`src/rtl/uart_rx.sv`:
```
// uart_rx: oversampling 8N1 serial receiver with a one-byte holding register.
// Define UART_RX_PARITY_EN for 8E1 framing with a live o_parity_err.
module uart_rx #(
  parameter int CLKS_PER_BIT = 434
) (
  input  logic       i_clk,
  input  logic       i_rst,
  input  logic       i_rx,
  input  logic       i_read,
  output logic [7:0] o_data,
  output logic       o_valid,
  output logic       o_overrun,
  output logic       o_frame_err,
  output logic       o_parity_err
);

  localparam int CW = $clog2(CLKS_PER_BIT);
  localparam logic [CW-1:0] HALF_M1 = CW'(CLKS_PER_BIT / 2 - 1);
  localparam logic [CW-1:0] FULL_M1 = CW'(CLKS_PER_BIT - 1);
  localparam logic [CW-1:0] ONE     = CW'(1);

  typedef enum logic [2:0] {
    S_IDLE,
    S_START,
    S_DATA,
`ifdef UART_RX_PARITY_EN
    S_PARITY,
`endif
    S_STOP,
    S_BREAK
  } state_t;

  logic [1:0]    r_sync;
  logic          w_rxs;
  state_t        r_state;
  state_t        w_state_nxt;
  logic [CW-1:0] r_cnt;
  logic [CW-1:0] w_cnt_nxt;
  logic [2:0]    r_bit;
  logic [2:0]    w_bit_nxt;
  logic [7:0]    r_shift;
  logic [7:0]    w_shift_nxt;
  logic          w_deliver;
  logic          w_ferr;
  logic [7:0]    r_data;
  logic          r_valid;
  logic          r_overrun;
  logic          r_frame_err;
`ifdef UART_RX_PARITY_EN
  logic          r_par_bad;
  logic          w_par_bad_nxt;
  logic          w_perr;
  logic          r_parity_err;
`endif

  assign w_rxs = r_sync[1];

  // Two-flop synchroniser for the asynchronous serial line.
  always_ff @(posedge i_clk) begin
    if (i_rst) begin
      r_sync <= 2'b11;
    end else begin
      r_sync <= {r_sync[0], i_rx};
    end
  end

  // Frame FSM state, bit timing counter, bit index and shift register.
  always_ff @(posedge i_clk) begin
    if (i_rst) begin
      r_state <= S_IDLE;
      r_cnt   <= '0;
      r_bit   <= '0;
      r_shift <= '0;
`ifdef UART_RX_PARITY_EN
      r_par_bad <= 1'b0;
`endif
    end else begin
      r_state <= w_state_nxt;
      r_cnt   <= w_cnt_nxt;
      r_bit   <= w_bit_nxt;
      r_shift <= w_shift_nxt;
`ifdef UART_RX_PARITY_EN
      r_par_bad <= w_par_bad_nxt;
`endif
    end
  end

  // Next-state logic; the counter restarts at every sample point.
  always_comb begin
    w_state_nxt = r_state;
    w_cnt_nxt   = r_cnt + ONE;
    w_bit_nxt   = r_bit;
    w_shift_nxt = r_shift;
    w_deliver   = 1'b0;
    w_ferr      = 1'b0;
`ifdef UART_RX_PARITY_EN
    w_par_bad_nxt = r_par_bad;
    w_perr        = 1'b0;
`endif
    unique case (r_state)
      S_IDLE: begin
        w_cnt_nxt = '0;
        if (!w_rxs) begin
          w_state_nxt = S_START;
        end
      end
      S_START: begin
        if (r_cnt == HALF_M1) begin
          w_cnt_nxt = '0;
          w_bit_nxt = '0;
          w_state_nxt = w_rxs ? S_IDLE : S_DATA;
        end
      end
      S_DATA: begin
        if (r_cnt == FULL_M1) begin
          w_cnt_nxt   = '0;
          w_shift_nxt = {w_rxs, r_shift[7:1]};
          w_bit_nxt   = r_bit + 3'd1;
          if (r_bit == 3'd7) begin
`ifdef UART_RX_PARITY_EN
            w_state_nxt = S_PARITY;
`else
            w_state_nxt = S_STOP;
`endif
          end
        end
      end
`ifdef UART_RX_PARITY_EN
      S_PARITY: begin
        if (r_cnt == FULL_M1) begin
          w_cnt_nxt     = '0;
          w_par_bad_nxt = (^r_shift) ^ w_rxs;
          w_state_nxt   = S_STOP;
        end
      end
`endif
      S_STOP: begin
        if (r_cnt == FULL_M1) begin
          w_cnt_nxt = '0;
          if (!w_rxs) begin
            w_ferr      = 1'b1;
            w_state_nxt = S_BREAK;
          end
`ifdef UART_RX_PARITY_EN
          else if (r_par_bad) begin
            w_perr      = 1'b1;
            w_state_nxt = S_IDLE;
          end
`endif
          else begin
            w_deliver   = 1'b1;
            w_state_nxt = S_IDLE;
          end
        end
      end
      S_BREAK: begin
        w_cnt_nxt = '0;
        if (w_rxs) begin
          w_state_nxt = S_IDLE;
        end
      end
      default: begin
        w_state_nxt = S_IDLE;
        w_cnt_nxt   = '0;
      end
    endcase
  end

  // Holding register: a delivery only lands if the slot is free or being read.
  always_ff @(posedge i_clk) begin
    if (i_rst) begin
      r_data    <= '0;
      r_valid   <= 1'b0;
      r_overrun <= 1'b0;
    end else if (w_deliver) begin
      if (!r_valid || i_read) begin
        r_data    <= r_shift;
        r_valid   <= 1'b1;
        r_overrun <= 1'b0;
      end else begin
        r_overrun <= 1'b1;
      end
    end else if (i_read) begin
      r_valid   <= 1'b0;
      r_overrun <= 1'b0;
    end
  end

  // Single-cycle error pulses follow the stop sample.
  always_ff @(posedge i_clk) begin
    if (i_rst) begin
      r_frame_err <= 1'b0;
`ifdef UART_RX_PARITY_EN
      r_parity_err <= 1'b0;
`endif
    end else begin
      r_frame_err <= w_ferr;
`ifdef UART_RX_PARITY_EN
      r_parity_err <= w_perr;
`endif
    end
  end

  assign o_data      = r_data;
  assign o_valid     = r_valid;
  assign o_overrun   = r_overrun;
  assign o_frame_err = r_frame_err;
`ifdef UART_RX_PARITY_EN
  assign o_parity_err = r_parity_err;
`else
  assign o_parity_err = 1'b0;
`endif

endmodule

```
`config.mk`:
```
export PLATFORM = sky130hd
export DESIGN_NAME = uart_rx
export DESIGN_NICKNAME = d
export VERILOG_FILES = /design/src/rtl/uart_rx.sv
export SDC_FILE = /design/constraint.sdc
export NUM_CORES = 1
export LEC_CHECK = 0
export ABC_AREA = 1
export CORE_UTILIZATION = 54
export DETAILED_ROUTE_END_ITERATION = 7
export PLACE_DENSITY_LB_ADDON = 0.25
export SYNTH_ARGS = -nofsm -noshare
export SYNTH_HDL_FRONTEND = slang
export SYNTH_SLANG_ARGS = --single-unit
```
`constraint.sdc`:
```
create_clock -name i_clk -period 3.3 [get_ports i_clk]
set_clock_uncertainty 0.15 [all_clocks]
set_input_delay 0.66 -clock i_clk [delete_from_list [all_inputs] [get_ports i_clk]]
set_output_delay 0.66 -clock i_clk [all_outputs]
set_load 0.1 [all_outputs]
```
Figure 1. Clock wires, drivers and flops.
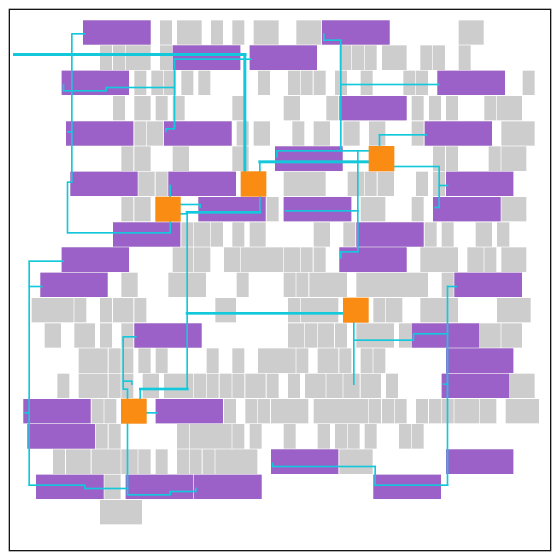
[purple] flip-flops | count: 36
[cyan] clock wires | length: 402 um
[orange] clock drivers | count: 5
routed clock nets: 6
Clock Power Share: 22.2%
clk ins delay skew pair: 0.33 ns
P_clk: 211 uW

Figure 2. Cell classes on the final placement.
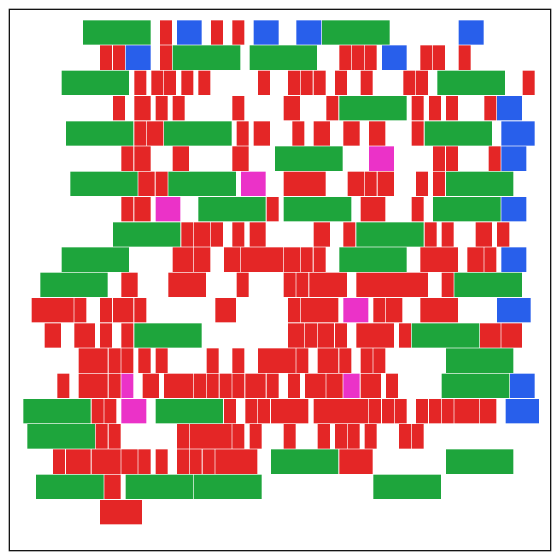
| color | class | cells | share of their area |
|---|---|---|---|
| blue | remaining buffers and delay cells | 14 | 6.2% |
| green | sequential cells | 36 | 39% |
| magenta | clock drivers and dummy loads | 7 | 2.5% |
| red | combinational and other logic | 188 | 52% |
row cnt: 20
total core area: 3030 um^2
flop share of the area: 38.2%

Figure 3. Sizing map.
Scale bar: 20 um.
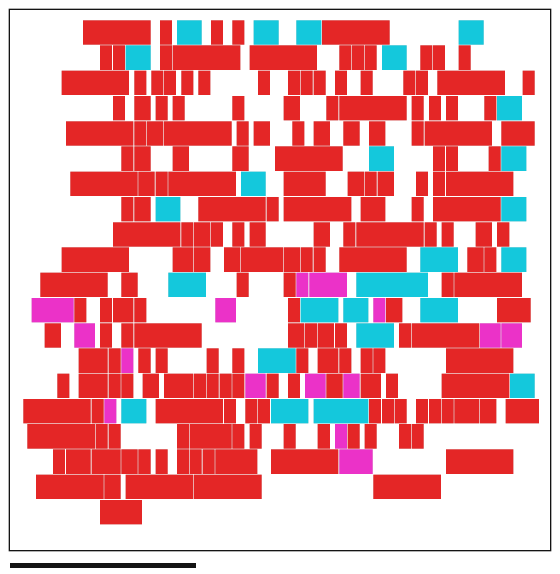
| color | size | cells | share |
|---|---|---|---|
| magenta | _2 cells | 15 | 6.1% |
| cyan | _3 and _4 cells | 25 | 10% |
| red | _0 and _1 cells | 205 | 84% |

==> flow_summary.ini <==
; physical design summary
[synthesis]
synth_cells = 229
synthAoiAreaFrac_pct = 6.98
ys_top_logic_family = simple AND/OR/NAND/NOR gates
ys_area_um2 = 1700
synthAdderAreaFrac_pct = 3.67

[global_routing]
grt_antenna_before_repair = 0
grt_max_degree = 21

[route]
vias = 1362
drcViolationCount = 0
wl_met3_um = 113
wirelength_mm = 2.86
met1Wirelength_mm = 1.47

[critical_path]
r2r_slack_ns = 1.56
crit_path_top_delay_cell = clkdlybuf4s50_1
worstSetupEndpointType = flip-flop
cp_data_required_time_ns = 3.40
worst_path_largest_cell_delay_ns = 0.55
reg2reg_to = o_data[2]$_SDFFE_PP0P_
crit_path_max_fanout = 20
timing.critical_path.buf_inv = 2
worst_setup_path_start_kind = primary input

[finish]
fillers = 295
num-multi-input-gates = 160
stdcell_area_um2 = 1890
combGateArea_um2 = 846
antenna_cells = 0
nNonClkInverters = 28
lay_top_cells = nor2_1 (48), nand2_1 (45), dfxtp_1 (36)
area_growth_syn_to_layout_pct = 10.6

[placement]
gp_congestion = 0.777

[timing]
fmax_mhz = 504
rsz0062_at_grt = no
timing.final.crit_share_pct = 60.1
setup_ws_ns = 1.32

[power]
pg_comb_uw = 243
leakagePower_uw = 0.000886
p_int_uw = 628
pwr-share-comb_pct = 25.6
vdd.ir_drop.worst_uv = 316

[floorplan]
tap-cell-count = 44
die-area_um2 = 3380
ioPinCount = 16

[job]
cap_violations = 0
warning_count = 28

[min_path]
min_path_cells = 1

[status]
outcome = completed

[clock_tree]
cts_resized = 0
Figure 4. The clock network.
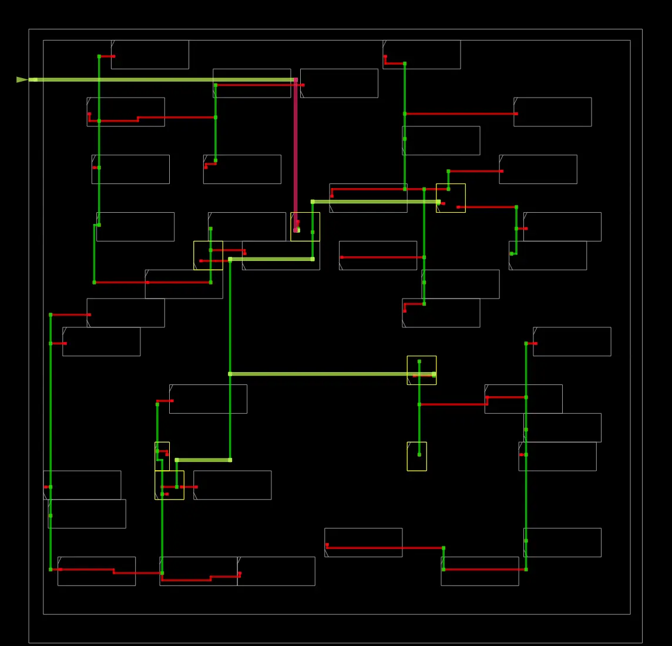
CTS Buf Count: 5
flop count: 36
count of clock buffers in the final design: 6

Figure 5. Where the registers sit.
Scale bar: 20 um. Other sequential cells in the stronger gray, the rest of the logic in the fainter gray.
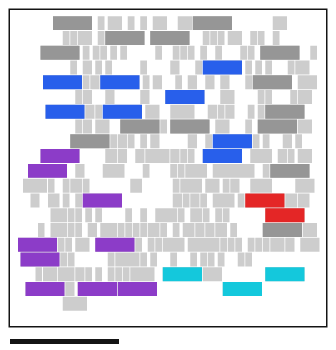
| color | signal | sequential cells |
|---|---|---|
| purple | r_cnt | 9 |
| red | r_sync | 2 |
| cyan | r_state | 3 |
| blue | r_shift | 8 |
not colored: 14
Core Util, Final: 62.3%
Flop area: 721 um^2
Seq power: 496 uW

No activity file was given, so power comes from the tool's default toggle rates.
